### src/rtl/cla_serial_addsub.sv
// cla_serial_addsub: digit-serial adder/subtractor.
// One 4-bit carry-lookahead slice is evaluated per clock, LSB nibble first.
// The slice carry is kept in a flop between cycles, so the datapath is a
// single 4-bit CLA regardless of WIDTH. WIDTH must be a multiple of 4 and >= 8.

// 4-bit carry-lookahead slice: every carry is a flat generate/propagate term
// of c0, with no ripple through lower sum bits.
module cla4_slice (
  input  logic [3:0] a,
  input  logic [3:0] b,
  input  logic       c0,
  output logic [3:0] sum_c,
  output logic       c3_c,
  output logic       c4_c
);

  logic [3:0] g;
  logic [3:0] p;
  logic       c1;
  logic       c2;

  // Generate/propagate terms and flat lookahead carries
  always_comb begin
    g    = a & b;
    p    = a ^ b;
    c1   = g[0] | (p[0] & c0);
    c2   = g[1] | (p[1] & g[0]) | (p[1] & p[0] & c0);
    c3_c = g[2] | (p[2] & g[1]) | (p[2] & p[1] & g[0])
         | (p[2] & p[1] & p[0] & c0);
    c4_c = g[3] | (p[3] & g[2]) | (p[3] & p[2] & g[1])
         | (p[3] & p[2] & p[1] & g[0])
         | (p[3] & p[2] & p[1] & p[0] & c0);
    sum_c = p ^ {c3_c, c2, c1, c0};
  end

endmodule

module cla_serial_addsub #(
  parameter int unsigned WIDTH = 16
) (
  input  logic             clk,
  input  logic             rst,
  input  logic             start,
  input  logic             sub,
  input  logic [WIDTH-1:0] a,
  input  logic [WIDTH-1:0] b,
  input  logic             cin,
  output logic             busy,
  output logic             done,
  output logic [WIDTH-1:0] y,
  output logic             cout,
  output logic             ovf
);

  localparam int unsigned N  = WIDTH / 4;
  localparam int unsigned IW = (N > 1) ? $clog2(N) : 1;

  localparam logic [1:0] S_IDLE = 2'd0;
  localparam logic [1:0] S_RUN  = 2'd1;
  localparam logic [1:0] S_DONE = 2'd2;

  logic [1:0]       state_q,  state_d;
  logic [WIDTH-1:0] opa_q,    opa_d;
  logic [WIDTH-1:0] opb_q,    opb_d;
  logic             carry_q,  carry_d;
  logic [IW-1:0]    idx_q,    idx_d;
  logic [WIDTH-1:0] y_q,      y_d;
  logic             cout_q,   cout_d;
  logic             ovf_q,    ovf_d;
  logic             busy_q,   busy_d;
  logic             done_q,   done_d;

  logic [IW+1:0]    bit_base;
  logic [3:0]       nib_a;
  logic [3:0]       nib_b;
  logic [3:0]       nib_sum;
  logic             nib_c3;
  logic             nib_c4;
  logic             last_slice;

  // Select the nibble pair addressed by the slice index
  always_comb begin
    bit_base   = {idx_q, 2'b00};
    nib_a      = opa_q[bit_base +: 4];
    nib_b      = opb_q[bit_base +: 4];
    last_slice = (idx_q == IW'(N - 1));
  end

  cla4_slice u_slice (
    .a     (nib_a),
    .b     (nib_b),
    .c0    (carry_q),
    .sum_c (nib_sum),
    .c3_c  (nib_c3),
    .c4_c  (nib_c4)
  );

  // Next-state and datapath update
  always_comb begin
    state_d = state_q;
    opa_d   = opa_q;
    opb_d   = opb_q;
    carry_d = carry_q;
    idx_d   = idx_q;
    y_d     = y_q;
    cout_d  = cout_q;
    ovf_d   = ovf_q;

    case (state_q)
      S_IDLE, S_DONE: begin
        if (start) begin
          // Subtraction is a + ~b + ~borrow; inversion happens once at accept
          opa_d   = a;
          opb_d   = sub ? ~b : b;
          carry_d = sub ? ~cin : cin;
          idx_d   = '0;
          state_d = S_RUN;
        end else begin
          state_d = S_IDLE;
        end
      end
      S_RUN: begin
        y_d[bit_base +: 4] = nib_sum;
        carry_d            = nib_c4;
        idx_d              = idx_q + IW'(1);
        if (last_slice) begin
          // Slice carry-in to its MSB is the carry into bit WIDTH-1
          cout_d  = nib_c4;
          ovf_d   = nib_c3 ^ nib_c4;
          idx_d   = '0;
          state_d = S_DONE;
        end
      end
      default: begin
        state_d = S_IDLE;
      end
    endcase

    busy_d = (state_d == S_RUN);
    done_d = (state_d == S_DONE);
  end

  // State and output registers; reset wins over any request
  always_ff @(posedge clk) begin
    if (rst) begin
      state_q <= S_IDLE;
      opa_q   <= '0;
      opb_q   <= '0;
      carry_q <= 1'b0;
      idx_q   <= '0;
      y_q     <= '0;
      cout_q  <= 1'b0;
      ovf_q   <= 1'b0;
      busy_q  <= 1'b0;
      done_q  <= 1'b0;
    end else begin
      state_q <= state_d;
      opa_q   <= opa_d;
      opb_q   <= opb_d;
      carry_q <= carry_d;
      idx_q   <= idx_d;
      y_q     <= y_d;
      cout_q  <= cout_d;
      ovf_q   <= ovf_d;
      busy_q  <= busy_d;
      done_q  <= done_d;
    end
  end

  assign busy = busy_q;
  assign done = done_q;
  assign y    = y_q;
  assign cout = cout_q;
  assign ovf  = ovf_q;

endmodule

### config.mk
export PLATFORM = sky130hd
export DESIGN_NAME = cla_serial_addsub
export DESIGN_NICKNAME = d
export VERILOG_FILES = /design/src/rtl/cla_serial_addsub.sv
export SDC_FILE = /design/constraint.sdc
export NUM_CORES = 1
export LEC_CHECK = 0
export CAP_MARGIN = 20
export CORE_AREA = 5 5 76 78
export CTS_BUF_LIST = sky130_fd_sc_hd__clkbuf_8
export DETAILED_ROUTE_END_ITERATION = 12
export DIE_AREA = 0 0 81 83
export PLACE_DENSITY = 0.89
export RECOVER_POWER = 100
export SLEW_MARGIN = 0
export SYNTH_ARGS = -nofsm -noshare
export SYNTH_HDL_FRONTEND = slang
export SYNTH_SLANG_ARGS = --single-unit
### constraint.sdc
create_clock -name clk -period 5.9 [get_ports clk]
set_clock_uncertainty 0.1 [all_clocks]
set_input_delay 0.59 -clock clk [delete_from_list [all_inputs] [get_ports clk]]
set_output_delay 0.59 -clock clk [all_outputs]
set_load 0.03 [all_outputs]
Fig. 1: power grid
Scale: 6 px per micron. Pins as bars on the die edge. Tap cells in gray.
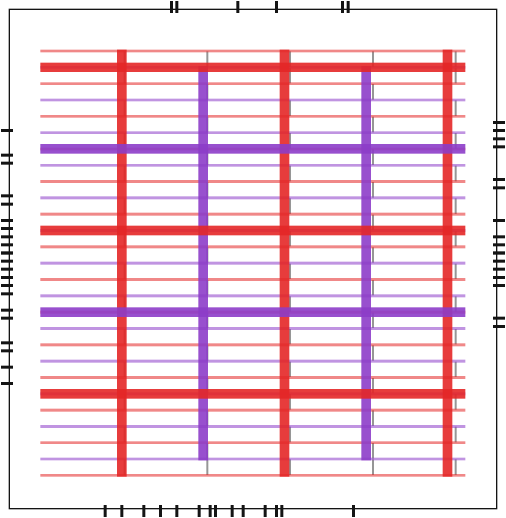
color	net
red	VSS
purple	VDD
met5 straps	5
met1 rails	27
rows	26
tap cells	70

Fig. 2: cell classes on the final placement
Scale: 6 px per micron. Fill, decap, tap and diode cells in gray.
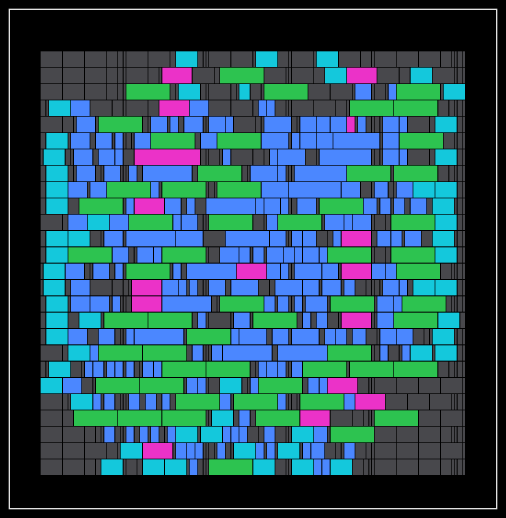
color	class	cells	share of their area
cyan	other buffers and delay cells	56	17%
green	flip-flops	57	34%
blue	all other logic	202	43%
magenta	clock drivers and dummy loads	16	6.7%

==> results_dict.tcl <==
# implementation run metrics
set metrics [dict create \
    outcome "finished, violations left" \
    violations "capacitance limit, slew limit" \
    post_cts_buffers 0 \
    rows 26 \
    cts_tree "yes" \
    port_buffers 56 \
    period_used_pct 67.8 \
    wirelength_microns 5830 \
    n_sequential_cell 57 \
    place_hpwl_microns 4150 \
    postSynthCellCount 279 \
    yosys-stat-cells 279 \
    grt_usage_pct 18.6 \
    synth-warning-count 0 \
    slew_headroom_pct -94.5 \
    firstDrtPassIters 5 \
    warnings 32 \
    yosysSeqAreaShare_pct 42.7 \
    final-max-slew-violation-count 51 \
    antenna_cells 0 \
    maxCapViolations 1 \
    leakage_nw 1.31 \
    p_total_uw 973 \
]
## cell usage after synthesis (all sizes together) (3+ instances only)
| cell | number |
|---|---|
| o21ai | 6 |
| nand3b | 8 |
| mux4 | 8 |
| nor2 | 35 |
| clkbuf | 9 |
| a211oi | 18 |
| ha | 11 |
| a21oi | 24 |
| a32oi | 4 |
| xnor2 | 16 |
| dfxtp | 57 |
| nand2b | 6 |
| inv | 3 |
| a22oi | 10 |
| o21bai | 3 |
| nor4b | 3 |
| nand2 | 33 |
| buf | 11 |
## cells by family after synthesis
logic type      after synthesis  synth area share (%)
buf+inv                      23                  3.93
compound gates               67                  16.2
simple gates                 93                  18.2
fa+ha+maj                    12                  5.90
mux                           9                  7.12
flops                        57                  42.7
xor+xnor                     18                  5.90
## per-layer routing
metal | up-vias | wire length (microns) | global-route usage, %
met5 | - | 0 | 0
met4 | 0 | 219 | 11.2
met3 | 20 | 354 | 4.22
met2 | 79 | 2850 | 29.9
met1 | 989 | 2410 | 22.0
li1 | 1080 | - | -
## worst max-delay path: stages
cell,delay [ns]
dlygate4sd3_1,0.53
nor2b_1,2.16
nor2_1,0.35
a22oi_1,0.31
a21oi_1,0.10
## power by group
part,internal [mW],switching (mW),total [mW]
logic,0.0723,0.0779,0.150
registers,0.406,0.0163,0.422
clock network,0.251,0.149,0.401
## sequential cells by signal, indices dropped and copies added (netlist names)
register and cells:
done 1, carry_q 1, busy 1, opa_q 16
opb_q 16, cout 1, y 16, idx_q 2
state_q 2, ovf 1
## final timing paths
check        startpoint        end  slack [ns]  cells after the start
max reg2reg  state_q[0]    carry_q        2.30                      4
min reg2reg   opa_q[10]  opa_q[10]        0.35                      2
max               start    carry_q        1.90                      5
min           opa_q[10]  opa_q[10]        0.35                      2
Power figures rest on the tool's default switching activity, not on a simulated workload.
